`src/rtl/noc_port_arbiter_if.sv`:
```
// Handshake bundle between the competing VC requesters and the output-port
// arbiter. The arbiter side uses the slave modport; the requesters use master.
interface noc_port_arbiter_if #(
  parameter int unsigned Noc_VC_Channel = 4,
  parameter int unsigned CHANNELS       = Noc_VC_Channel
) ();
  logic [CHANNELS-1:0] request;
  logic [CHANNELS-1:0] free;
  logic [CHANNELS-1:0] start_of_packet;
  logic [CHANNELS-1:0] end_of_packet;
  logic [CHANNELS-1:0] grant;
  logic                locked;
  logic                proto_err;

  modport master (
    output request,
    output free,
    output start_of_packet,
    output end_of_packet,
    input  grant,
    input  locked,
    input  proto_err
  );

  modport slave (
    input  request,
    input  free,
    input  start_of_packet,
    input  end_of_packet,
    output grant,
    output locked,
    output proto_err
  );
endinterface

```
`src/rtl/noc_port_arbiter.sv`:
```
// Packet-locked round-robin arbiter for one NoC output port.
// A VC wins only with a header flit and keeps the port until its own tail.
// Optional feature: define NOC_ARB_BACK_TO_BACK_EN to hand the port straight
// to the next header in the owner's tail cycle (no idle bubble).
module noc_port_arbiter #(
  parameter int unsigned Noc_VC_Channel = 4,
  parameter int unsigned CHANNELS       = Noc_VC_Channel
) (
  input logic               noc_clk,
  input logic               noc_rst_n,
  noc_port_arbiter_if.slave port_if
);

  localparam int unsigned IdxW = (CHANNELS > 1) ? $clog2(CHANNELS) : 1;

  typedef logic [IdxW-1:0] idx_t;
  typedef enum logic [0:0] {StIdle, StLocked} state_e;

  state_e              state_q, state_d;
  logic [CHANNELS-1:0] grant_q, grant_d;
  idx_t                owner_q, owner_d;
  idx_t                last_q, last_d;
  logic                err_q, err_d;

  logic [CHANNELS-1:0] eligible;
  logic                owner_eop;

  // Increment with wrap from CHANNELS-1 back to 0.
  function automatic idx_t next_idx(input idx_t i);
    if (32'(i) >= CHANNELS - 1) begin
      return '0;
    end
    return i + idx_t'(1);
  endfunction

  // First set bit of elig scanning upward from start, wrapping.
  function automatic idx_t rr_pick(input logic [CHANNELS-1:0] elig, input idx_t start);
    idx_t cand;
    idx_t win;
    logic found;
    cand  = start;
    win   = start;
    found = 1'b0;
    for (int unsigned k = 0; k < CHANNELS; k++) begin
      if (!found && elig[cand]) begin
        found = 1'b1;
        win   = cand;
      end
      cand = next_idx(cand);
    end
    return win;
  endfunction

  function automatic logic [CHANNELS-1:0] to_onehot(input idx_t i);
    logic [CHANNELS-1:0] oh;
    oh    = '0;
    oh[i] = 1'b1;
    return oh;
  endfunction

  assign eligible  = port_if.request & port_if.start_of_packet;
  assign owner_eop = port_if.end_of_packet[owner_q];

`ifdef NOC_ARB_BACK_TO_BACK_EN
  logic [CHANNELS-1:0] btb_elig;
  assign btb_elig = eligible & ~grant_q;
`endif

  // Flit-level flow control never influences ownership.
  logic unused_free;
  assign unused_free = ^port_if.free;

  // Next-state: arbitration in idle, hold until owner tail, protocol checks.
  always_comb begin
    state_d = state_q;
    grant_d = grant_q;
    owner_d = owner_q;
    last_d  = last_q;
    err_d   = 1'b0;
    unique case (state_q)
      StIdle: begin
        // Any tail, or any flit that is not a header, arrives without ownership.
        err_d = (|port_if.end_of_packet) |
                (|(port_if.request & ~port_if.start_of_packet));
        if (|eligible) begin
          owner_d = rr_pick(eligible, next_idx(last_q));
          grant_d = to_onehot(owner_d);
          state_d = StLocked;
        end
      end
      StLocked: begin
        err_d = |(port_if.end_of_packet & ~grant_q);
        if (owner_eop) begin
          last_d  = owner_q;
          grant_d = '0;
          state_d = StIdle;
`ifdef NOC_ARB_BACK_TO_BACK_EN
          if (|btb_elig) begin
            owner_d = rr_pick(btb_elig, next_idx(owner_q));
            grant_d = to_onehot(owner_d);
            state_d = StLocked;
          end
`endif
        end
      end
      default: begin
        state_d = StIdle;
        grant_d = '0;
      end
    endcase
  end

  // State registers; reset leaves VC 0 with first priority.
  always_ff @(posedge noc_clk or negedge noc_rst_n) begin
    if (!noc_rst_n) begin
      state_q <= StIdle;
      grant_q <= '0;
      owner_q <= '0;
      last_q  <= idx_t'(CHANNELS - 1);
      err_q   <= 1'b0;
    end else begin
      state_q <= state_d;
      grant_q <= grant_d;
      owner_q <= owner_d;
      last_q  <= last_d;
      err_q   <= err_d;
    end
  end

  assign port_if.grant     = grant_q;
  assign port_if.locked    = |grant_q;
  assign port_if.proto_err = err_q;

endmodule

```
`src/flat_wrapper.sv`:
```
// flat-port wrapper written by rule: the top's interface ports become plain ports
module noc_port_arbiter_flat 
#(
  parameter int unsigned Noc_VC_Channel = 4,
  parameter int unsigned CHANNELS       = Noc_VC_Channel
)
  (noc_clk, noc_rst_n, port_if_request, port_if_free, port_if_start_of_packet, port_if_end_of_packet, port_if_grant, port_if_locked, port_if_proto_err);
  noc_port_arbiter_if #(.Noc_VC_Channel(Noc_VC_Channel), .CHANNELS(CHANNELS)) port_if_i ();
  input logic noc_clk;
  input logic noc_rst_n;
  input wire logic [$bits(port_if_i.request)-1:0] port_if_request;
  input wire logic [$bits(port_if_i.free)-1:0] port_if_free;
  input wire logic [$bits(port_if_i.start_of_packet)-1:0] port_if_start_of_packet;
  input wire logic [$bits(port_if_i.end_of_packet)-1:0] port_if_end_of_packet;
  output wire logic [$bits(port_if_i.grant)-1:0] port_if_grant;
  output wire logic [$bits(port_if_i.locked)-1:0] port_if_locked;
  output wire logic [$bits(port_if_i.proto_err)-1:0] port_if_proto_err;
  assign port_if_i.request = port_if_request;
  assign port_if_i.free = port_if_free;
  assign port_if_i.start_of_packet = port_if_start_of_packet;
  assign port_if_i.end_of_packet = port_if_end_of_packet;
  assign port_if_grant = port_if_i.grant;
  assign port_if_locked = port_if_i.locked;
  assign port_if_proto_err = port_if_i.proto_err;
  noc_port_arbiter #(.Noc_VC_Channel(Noc_VC_Channel), .CHANNELS(CHANNELS)) u_core (.noc_clk(noc_clk), .noc_rst_n(noc_rst_n), .port_if(port_if_i));
endmodule
```
`config.mk`:
```
export PLATFORM = sky130hd
export DESIGN_NAME = noc_port_arbiter_flat
export DESIGN_NICKNAME = d
export VERILOG_FILES = /design/src/rtl/noc_port_arbiter_if.sv /design/src/rtl/noc_port_arbiter.sv /design/src/flat_wrapper.sv
export SDC_FILE = /design/constraint.sdc
export NUM_CORES = 1
export LEC_CHECK = 0
export CAP_MARGIN = 20
export CORE_UTILIZATION = 45
export CTS_CLUSTER_SIZE = 28
export DETAILED_ROUTE_END_ITERATION = 12
export PLACE_DENSITY = 0.92
export SETUP_SLACK_MARGIN = 0.02
export SKIP_CTS_REPAIR_TIMING = 1
export SLEW_MARGIN = 10
export SYNTH_ARGS = -nofsm -noshare
export SYNTH_HDL_FRONTEND = slang
export SYNTH_SLANG_ARGS = --single-unit
```
`constraint.sdc`:
```
create_clock -name noc_clk -period 3.5 [get_ports noc_clk]
set_input_delay 0.875 -clock noc_clk [delete_from_list [all_inputs] [get_ports noc_clk]]
set_output_delay 0.875 -clock noc_clk [all_outputs]
set_load 0.02 [all_outputs]
```
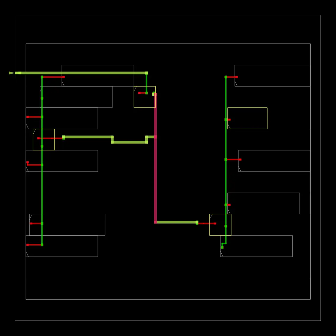
(run_1/clock_nets.png)
skew final: 0.00266 ns
Sink Count: 10
clock network power: 0.103 mW

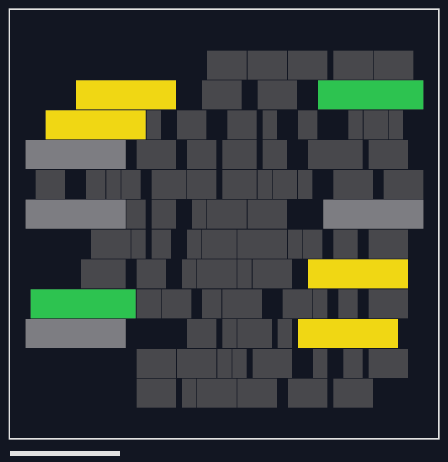
(run_1/ff_map.png)
Scale bar: 10 um. Other sequential cells in the stronger gray, the rest of the logic in the fainter gray.
`u_core.port_if.grant` -> yellow  # sequential cells 4
`u_core.last_q` -> green  # sequential cells 2

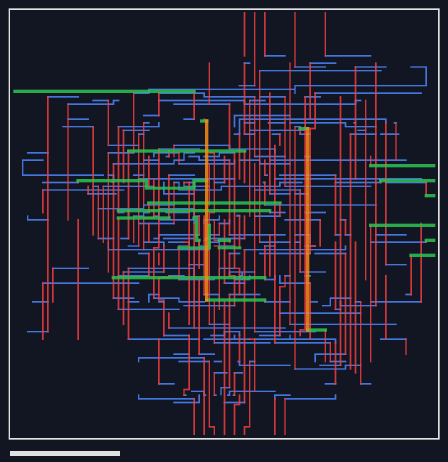
(run_1/layers.png)
Scale bar: 10 um.
M2 -> red  # wire length 875 um
M4 -> orange  # wire length 34.7 um
M1 -> blue  # wire length 696 um
M3 -> green  # wire length 122 um

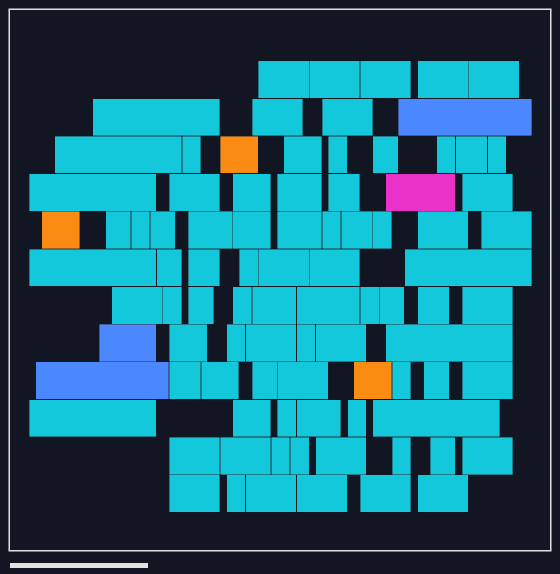
(run_1/sizing.png)
Scale bar: 10 um.
x2 -> blue  # cells 3, share 3.3%
x6 and larger -> magenta  # cells 1, share 1.1%
x3 and x4 -> orange  # cells 3, share 3.3%
x1 and smaller -> cyan  # cells 83, share 92%

==> flow_summary.toml, run 1 <==
# generated from flow reports
[status]
status = "finished clean"

[grt]
grt_max_degree = 11
grt_use_met3_pct = 9.25
grt_pass1_vias = 591
grt_antenna_before_repair = 0
grt.busiest_layer = "met2"
overflow = 0
grt.total_usage_pct = 27.2
grt_first_pass_wirelength_mm = 2.68
use_met2_pct = 47.9
use_met1_pct = 29.2

[clock_network]
cts_max_path_buffers = 2
insertion_delay_ns = 0.27
cts_buffers = 3
clk_pin_slew_ns = 0.06
clock-root-buffer = "clkbuf_4"
cts_max_level = 1
tritoncts = "yes"

[detailed_routing]
final_antenna_net_count = 0
drt_first_iter_violations = 21
dr.pass1.iters = 4
vias = 638
vias_per_cell = 6.13
routed_wl_mm = 1.73
wl_per_cell_um = 16.6
drcViolationCount = 0

[timing]
tightestPinTransition_ns = 0.453
finalCritPeriodShare_pct = 75.3
rsz0062_at_grt = "false"
setup_slack_ns = 0.864
hold_viol_final = 0
tns_ns = 0
report.final.slew_viol_count = 0
setup_viol = 0
hold_slack_ns = 0.563
fmax_mhz = 379
max_slew_margin_pct = 69.7
period_needed_ns = 2.64

[hold_path]
worstHoldPathCells = 1
hold_path.class = "flip-flop to flip-flop"
min_to = "u_core.port_if.grant[2]"
min-delay-start = "u_core.port_if.grant[2]"

[final_layout]
layout-drive-gt1-share_pct = 7.78
fin_util_pct = 72.3
stdcell_count = 104
area_growth_pct = 38.9
nNetsFinal = 110
antenna_cells = 0

[synth]
yosysWarnings = 0
synthTopCellsByCount = "10 x inv_1, 8 x dfrtp_1, 7 x nand2_1"
seq_area_frac_synth_pct = 41.0
yosys_area_um2 = 617
yosys.area.top_type_share_pct = 32.5
top_cell = "inv_1"
syn_avg_cell_area_um2 = 9.07
synth.cell_area_um2 = 617
ys_seq_elements = 10
synthArstFlopShare_pct = 100
topCellsByArea = "dfrtp_1 32%, dfstp_2 8.5%, inv_1 6.1%, a32o_1 4.9%, mux2i_1 4.9%"
ys_cells = 68
edf_count = 0
syn_nets = 87
syn_inst = 68
yosysTopAreaCell = "dfrtp_1"
yosysUniqueCellTypes = 29
ff_type = "dfrtp_1"

[worst_setup_path]
critPathRequiredTime_ns = 2.62
cp-end-kind = "output pin"
path_class = "flip-flop to output pin"
cp_max_fo = 4
r2r-start = "u_core.last_q[0]"
reg2reg_slack_ns = 1.60
arrival_ns = 1.76
worstRegToRegCells = 5
reg2reg_to = "u_core.port_if.grant[0]"
start_kind = "flip-flop"

[power]
peakVddDrop_uv = 446
powerDensity_mw_per_mm2 = 799
p_leak_nw = 0.387

[floorplanning]
die_w_um = 39.0
die_h_um = 39.0
initCoreUtil_pct = 52.0
die_area_mm2 = 0.00152
core_mm2 = 0.00119
rows = 12
ios = 24

[run]
max-cap-violations = 0
warnings = 30

[placement]
dp_cells = 100
post-place-ws_ns = 0.895
hpwl_mm = 1.30
gp_congestion = 0.902
port_buffers = 19
-- run 1: routing by layer --
metal | routed length, um | up-vias | share of wire (%)
met3 | 121 | 5 | 7.0
met5 | 0 | - | 0
li1 | - | 305 | -
met2 | 875 | 31 | 51
met1 | 696 | 297 | 40
met4 | 34 | 0 | 2.0
-- run 1: registers in the layout (all words and copies together), names as in the netlist --
name,flops
u_core.state_q,1
u_core.port_if.proto_err,1
u_core.last_q,2
u_core.owner_q,2
u_core.port_if.grant,4
-- run 1: power by group --
| part | switching [mW] | internal (mW) | leakage [nW] |
|---|---|---|---|
| Combinational | 0.183 | 0.169 | 0.248 |
| Clock | 0.0399 | 0.0633 | 0.0210 |
| Sequential | 0.0595 | 0.170 | 0.118 |
| Total | 0.283 | 0.402 | 0.387 |
-- run 1: layout make-up --
cell class | instances | area, um^2
Sequential cell | 10 | 253
Fill cell | 95 | 329
Timing Repair Buffer | 19 | 190
Inverter | 10 | 37.5
Multi-Input combinational cell | 47 | 323
Tap cell | 14 | 17.5
Clock buffer | 4 | 36.3
-- run 1: layout by cell type (no fill, tap or decap) --
cell and count:
nand2_1 7, clkbuf_4 3, nor2_1 3, a21oi_1 3, and2_1 1, o211a_1 1, mux2i_1 3, a311o_1 1
nand3_1 2, a22o_1 3, o22ai_1 2, dfrtp_1 8, a31oi_1 2, o21ai_0 3, or4_1 1, a211oi_1 1
a211o_1 1, dfstp_2 2, clkbuf_8 1, clkdlybuf4s50_1 19, inv_1 10, o21a_1 1, mux2_2 1, ha_1 1
a222oi_1 1, nor4_1 1, a32o_1 3, nor3_1 1, a32oi_1 1, a22oi_1 1, o211ai_1 2
-- run 1: metrics by stage --
| stage | power, mW | cell area (um^2) |
|---|---|---|
| 6_report | 0.685 | 857 |
| 3_5_place_dp | 0.570 | 821 |
| 3_3_place_gp | 0.551 | 821 |
| 2_1_floorplan | 0.436 | 617 |
| 5_1_grt | 0.725 | 857 |
| 4_1_cts | 0.678 | 857 |
-- run 1: worst max-delay path: stages (launching register included) --
cell and delay, ns:
dfrtp_1 0.41, or4_1 0.53, clkdlybuf4s50_1 0.55
-- run 1: worst max-delay path by stage --
| stage | startpoint | to | slack (ns) | cells past startpoint |
|---|---|---|---|---|
| floorplan | port_if_start_of_packet[0] | u_core.port_if.grant[0] | 1.51 | 4 |
| finish | u_core.port_if.grant[0] | port_if_locked | 0.86 | 2 |
| detailed placement | port_if_request[1] | u_core.port_if.grant[0] | 0.90 | 5 |
| global placement | port_if_start_of_packet[1] | u_core.port_if.grant[2] | 0.92 | 5 |
| CTS | u_core.port_if.grant[0] | port_if_locked | 0.86 | 2 |
| global route | u_core.port_if.grant[1] | port_if_locked | 0.81 | 2 |
-- run 1: logic make-up after synthesis --
logic type | share of synthesized area, %
AND/OR/NAND/NOR | 11.8
AND-OR/OR-AND | 31.8
adder cells (fa/ha/maj) | 2.03
buffers and inverters | 6.69
flip-flops | 41.0
multiplexers | 6.69
==> run 2, diff against run 1 <==
--- a/config.mk
+++ b/config.mk
@@ -6,10 +6,10 @@
 export NUM_CORES = 1
 export LEC_CHECK = 0
 export CAP_MARGIN = 20
-export CORE_UTILIZATION = 45
+export CORE_UTILIZATION = 37
 export CTS_CLUSTER_SIZE = 28
 export DETAILED_ROUTE_END_ITERATION = 12
-export PLACE_DENSITY = 0.92
+export PLACE_DENSITY = 0.82
 export SETUP_SLACK_MARGIN = 0.02
 export SKIP_CTS_REPAIR_TIMING = 1
 export SLEW_MARGIN = 10
==> constraint.sdc (replaced) <==
create_clock -name noc_clk -period 2.3 [get_ports noc_clk]
set_input_delay 0.575 -clock noc_clk [delete_from_list [all_inputs] [get_ports noc_clk]]
set_output_delay 0.575 -clock noc_clk [all_outputs]
set_load 0.02 [all_outputs]
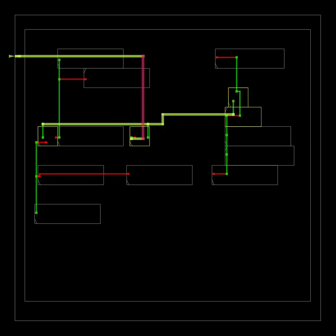
(run_2/clock_nets.png)
skew final: 0.00418 ns
FF+latch count: 10
insertion delay to the later sink of the worst-skew pair: 0.27 ns
clock buffers: 4

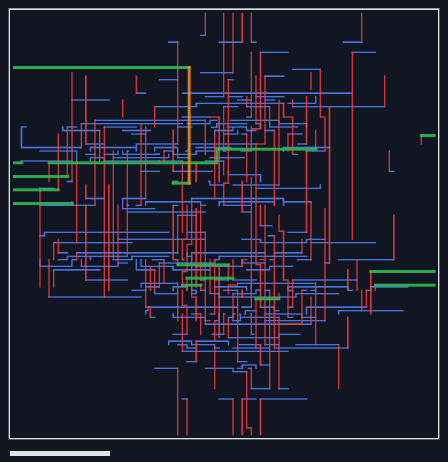
(run_2/layers.png)
Scale bar: 10 um.
M1 -> blue  # wire length 685 um
M2 -> red  # wire length 694 um
M4 -> orange  # wire length 11.6 um
M3 -> green  # wire length 90.5 um

==> flow_summary.toml, run 2 <==
# generated from flow reports
[grt]
use_met1_pct = 24.9
grt.busiest_layer = "met2"
grt_use_met3_pct = 8.09
grt.total_usage_pct = 19.2
grt_max_degree = 11
grt_antenna_before_repair = 0
grt_pass1_vias = 602
use_met2_pct = 29.1
overflow = 0
grt_first_pass_wirelength_mm = 2.59

[timing]
max_slew_margin_pct = 70.4
tightestPinTransition_ns = 0.443
tns_ns = 0
setup_viol = 0
period_needed_ns = 1.99
report.final.slew_viol_count = 0
rsz0062_at_grt = "false"
fmax_mhz = 503
finalCritPeriodShare_pct = 86.5
hold_viol_final = 0

[final_layout]
nNetsFinal = 116
fin_util_pct = 59.5
final_cell_mix = "18 x clkdlybuf4s50_1, 10 x inv_1, 8 x dfrtp_1"
layout-drive-gt1-share_pct = 13.5
final_cell_area_um2 = 907
lay_top_count = "clkdlybuf4s50_1"
largest_reg_flops = 4
antenna_cells = 0
stdcell_count = 112
area_growth_pct = 47.1

[run]
max-cap-violations = 0
warnings = 30

[clock_network]
tritoncts = "yes"
cts_max_path_buffers = 2
cts_sinks = 10
cts_buffers = 3
clk_pin_slew_ns = 0.06
cts_max_level = 1
clock-root-buffer = "clkbuf_4"

[status]
status = "finished clean"

[placement]
hpwl_mm = 1.18
port_buffers = 19
dp_cells = 108
placed_area_um2 = 868
gp_congestion = 0.768

[floorplanning]
die_w_um = 42.8
rows = 14
die_h_um = 42.8
initCoreUtil_pct = 40.5
die_area_mm2 = 0.00183
ios = 24
core_mm2 = 0.00152

[synth]
yosysUniqueCellTypes = 29
syn_inst = 68
topCellsByArea = "dfrtp_1 32%, dfstp_2 8.5%, inv_1 6.1%, a32o_1 4.9%, mux2i_1 4.9%"
ff_type = "dfrtp_1"
synthTopCellsByCount = "10 x inv_1, 8 x dfrtp_1, 7 x nand2_1"
yosysWarnings = 0
yosysTopAreaCell = "dfrtp_1"
yosys.area.top_type_share_pct = 32.5
synthArstFlopShare_pct = 100
syn_nets = 87
synth.cell_area_um2 = 617
top_cell = "inv_1"
ys_seq_elements = 10
edf_count = 0
seq_area_frac_synth_pct = 41.0
syn_avg_cell_area_um2 = 9.07
ys_cells = 68
yosys_area_um2 = 617

[detailed_routing]
vias_per_cell = 5.73
drt_first_iter_violations = 30
final_antenna_net_count = 0
dr.pass1.iters = 4
drcViolationCount = 0
vias = 642
routed_wl_mm = 1.48

[power]
powerDensity_mw_per_mm2 = 1130
p_leak_nw = 0.425
power.total_mw = 1.03
peakVddDrop_uv = 679

[worst_setup_path]
start_kind = "flip-flop"
cp_max_fo = 4
arrival_ns = 1.41
critPathRequiredTime_ns = 1.73
cp-end-kind = "output pin"
path_class = "flip-flop to output pin"

[hold_path]
hold_path.class = "flip-flop to flip-flop"
[run 2: kinds of logic (layout without fill, tap and decap cells)]
| kind of cell | after synthesis | after routing | synth area share [%] |
|---|---|---|---|
| AND-OR/OR-AND | 26 | 26 | 31.8 |
| adder cells (fa/ha/maj) | 1 | 1 | 2.03 |
| buffers and inverters | 11 | 39 | 6.69 |
| flip-flops | 10 | 10 | 41.0 |
| multiplexers | 4 | 4 | 6.69 |
| AND/OR/NAND/NOR | 16 | 16 | 11.8 |
[run 2: worst paths after layout]
check	slack, ns	from	to	cells after the start
max in group asynchronous	1.34	noc_rst_n	u_core.last_q[0]	1
hold reg to reg	0.50	u_core.last_q[1]	u_core.last_q[1]	2
min in group asynchronous	0.62	noc_rst_n	u_core.owner_q[1]	1
setup / recovery	0.31	u_core.port_if.grant[1]	port_if_locked	2
setup reg to reg	0.40	u_core.last_q[0]	u_core.port_if.grant[0]	5
hold / removal	0.50	u_core.last_q[1]	u_core.last_q[1]	2
[run 2: worst max-delay path: stages, from the launching register on]
cell	delay, ns
dfrtp_1	0.42
or4_1	0.51
dlymetal6s2s_1	0.22
[run 2: metal layers]
metal | wire, um | share of wire (%)
met5 | 0 | 0
met4 | 11 | 0.74
met3 | 90 | 6.1
met2 | 693 | 47
met1 | 684 | 46
[run 2: final cells by class]
type	count	area, um^2	area share, %
multi-input cells	47	323	35.6
repair buffers	25	238	26.2
clock buffers	4	36.3	4.00
inverters	10	37.5	4.14
flip-flops and latches	10	253	27.9
well taps	16	20.0	2.21
[run 2: power breakdown]
group          internal [mW]  switching, mW
clock                 0.0961         0.0581
combinational          0.266          0.266
sequential             0.259         0.0841
[run 2: through the flow]
stage	setup WS, ns	hold WS (ns)
final	0.311	0.496
after global routing	0.256	0.535
after global placement	0.0808	0.483
after floorplan	0.517	0.279
after detailed placement	0.0571	0.486
after CTS	-0.0368	0.498
==> run 3, diff against run 2 <==
--- a/config.mk
+++ b/config.mk
@@ -5,7 +5,7 @@
 export SDC_FILE = /design/constraint.sdc
 export NUM_CORES = 1
 export LEC_CHECK = 0
-export CAP_MARGIN = 20
+export CAP_MARGIN = 15
 export CORE_UTILIZATION = 37
 export CTS_CLUSTER_SIZE = 28
 export DETAILED_ROUTE_END_ITERATION = 12
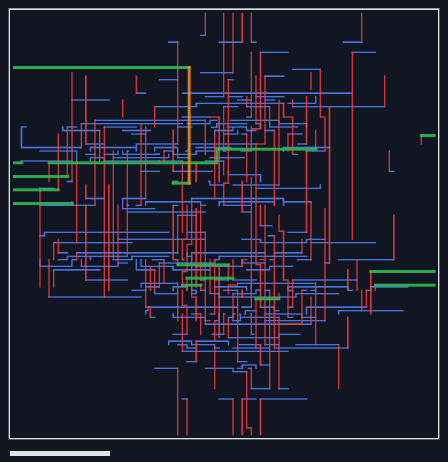
(run_3/layers.png)
Scale bar: 10 um.
M1 -> blue  # wire length 685 um
M4 -> orange  # wire length 11.6 um
M3 -> green  # wire length 90.5 um
M2 -> red  # wire length 694 um

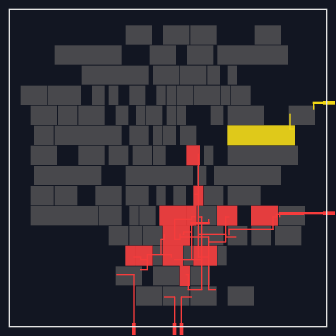
(run_3/port_trees.png)
`port_if_request` -> red  # bits 4, direction input, edge 3 bottom, 1 right, end cells 12, buffers 6, wire 124 um
`port_if_proto_err` -> yellow  # bits 1, direction output, edge right, end cells 1, buffers 1, wire 4.60 um

==> flow_summary.toml, run 3 <==
# generated from flow reports
[status]
status = "finished clean"

[clock_network]
clk_pin_slew_ns = 0.06
cts_buffers = 3
clock-root-buffer = "clkbuf_4"
tritoncts = "yes"
cts_sinks = 10
insertion_delay_ns = 0.27
cts_max_level = 1
cts_max_path_buffers = 2

[worst_setup_path]
path_class = "flip-flop to output pin"
cp_max_fo = 4
max_stage_delay_ns = 0.51
cpLargestDelayFamily = "simple AND/OR/NAND/NOR gates"
arrival_ns = 1.41
critPathBufInv = 1
start_kind = "flip-flop"
crit_slowest_cell = "or4_1"
cp-end-kind = "output pin"
worstRegToRegCells = 5
reg2reg_slack_ns = 0.40
path_cells = "or4_1 > dlymetal6s2s_1"
r2r-start = "u_core.last_q[0]"
cp-startpoint = "u_core.port_if.grant[1]"
critPathRequiredTime_ns = 1.73
reg2reg_to = "u_core.port_if.grant[0]"

[hold_path]
worstHoldPathCells = 2
min-delay-start = "u_core.last_q[1]"
min_to = "u_core.last_q[1]"
hold_path.class = "flip-flop to flip-flop"

[timing]
rsz0062_at_grt = "false"
skew_ns = 0.00418
tns_ns = 0
hold_slack_ns = 0.496
fmax_mhz = 503
finalCritPeriodShare_pct = 86.5
max_slew_margin_pct = 70.4
period_needed_ns = 1.99
hold_viol_final = 0
tightestPinTransition_ns = 0.443
report.final.slew_viol_count = 0
setup_viol = 0

[power]
peakVddDrop_uv = 679
p_clk_share_pct = 15.0
cellInternalPower_mw = 0.621
power.total_mw = 1.03
comb_power_share_pct = 51.7
switching_share_pct = 39.7
p_leak_nw = 0.425
p_seq_share_pct = 33.3
powerDensity_mw_per_mm2 = 1130
netSwitchingPower_mw = 0.408

[final_layout]
nNetsFinal = 116
antenna_cells = 0
largest_reg_flops = 4
area_growth_pct = 47.1
fin_util_pct = 59.5
lay_top_count = "clkdlybuf4s50_1"
final_cell_mix = "18 x clkdlybuf4s50_1, 10 x inv_1, 8 x dfrtp_1"
layout-drive-gt1-share_pct = 13.5

[floorplanning]
die_h_um = 42.8
ios = 24
core_mm2 = 0.00152
rows = 14
die_area_mm2 = 0.00183
initCoreUtil_pct = 40.5
die_w_um = 42.8

[detailed_routing]
drcViolationCount = 0
dr.pass1.iters = 4
routed_wl_mm = 1.48
drt_first_iter_violations = 30
vias_per_cell = 5.73
final_antenna_net_count = 0
wl_per_cell_um = 13.2
vias = 642

[run]
warnings = 30
max-cap-violations = 0

[synth]
yosys.area.top_type_share_pct = 32.5
aoi_share_pct = 31.8
topCellsByArea = "dfrtp_1 32%, dfstp_2 8.5%, inv_1 6.1%, a32o_1 4.9%, mux2i_1 4.9%"
mux_area_share_pct = 6.69
simple_gate_share_pct = 11.8
ys_cells = 68
ys_seq_elements = 10
top_cell = "inv_1"
edf_count = 0
logic_family = "AND-OR/OR-AND gates"
xor_area_share_pct = 0
yosys_area_um2 = 617
syn_nets = 87
synthTopCellsByCount = "10 x inv_1, 8 x dfrtp_1, 7 x nand2_1"
ff_type = "dfrtp_1"
yosysTopAreaCell = "dfrtp_1"
yosysUniqueCellTypes = 29
synth.cell_area_um2 = 617
seq_area_frac_synth_pct = 41.0
synthArstFlopShare_pct = 100
syn_avg_cell_area_um2 = 9.07
yosysWarnings = 0
syn_inst = 68
ys_sh_adder_pct = 2.03

[grt]
grt_pass1_vias = 602
overflow = 0
grt_antenna_before_repair = 0
grt_first_pass_wirelength_mm = 2.59
grt.total_usage_pct = 19.2
grt_max_degree = 11

[placement]
port_buffers = 19
hpwl_mm = 1.18
gp_congestion = 0.768
## run 3: layer usage
layer  GRT usage (%)  wire length [um]  part of all wire (%)  up-vias
met4            5.63                11                  0.74        0
met2            29.1               693                    47       19
li1                -                 -                     -      317
met3            8.09                90                   6.1        2
met1            24.9               684                    46      304
met5               0                 0                     0        -
## run 3: worst max path at each step
stage	endpoint	slack (ns)	cells past startpoint
after floorplan	u_core.port_if.grant[0]	0.52	5
after global placement	u_core.port_if.grant[0]	0.08	5
after detailed placement	u_core.port_if.grant[0]	0.06	5
after CTS	port_if_locked	-0.04	2
after global routing	port_if_locked	0.26	2
final	port_if_locked	0.31	2
## run 3: cell families (layout without fill, tap and decap cells)
family / after synthesis / in the layout
AND-OR/OR-AND: 26 / 26
buffers and inverters: 11 / 39
flip-flops: 10 / 10
multiplexers: 4 / 4
adder cells (fa/ha/maj): 1 / 1
AND/OR/NAND/NOR: 16 / 16
## run 3: through the flow
stage / cell area, um^2 / instances / setup WS [ns]
6_report: 907 / 112 / 0.311
5_1_grt: 907 / 112 / 0.256
4_1_cts: 905 / 112 / -0.0368
3_5_place_dp: 868 / 108 / 0.0571
3_3_place_gp: 868 / 108 / 0.0808
2_1_floorplan: 617 / 68 / 0.517
## run 3: area by class of cell
type                       instances  area, um^2
tap                               16        20.0
multi-input combinational         47         323
timing repair buffer              25         238
fill                             137         617
clock buffer                       4        36.3
sequential                        10         253
inverter                          10        37.5
## run 3: power by group through the flow
| stage | Combinational [mW] | Clock, mW | Sequential (mW) |
|---|---|---|---|
| finish | 0.532 | 0.154 | 0.343 |
| global route | 0.571 | 0.170 | 0.354 |
| CTS | 0.534 | 0.159 | 0.342 |
| detailed placement | 0.528 | 0 | 0.344 |
| global placement | 0.514 | 0 | 0.342 |
| floorplan | 0.318 | 0 | 0.346 |
## run 3: tightest hold or removal path: stages, from the launching register on
cell and delay [ns]:
dfstp_2 0.38, o21ai_0 0.07, nand2_1 0.05
Power is estimated from default activity; no workload was simulated.
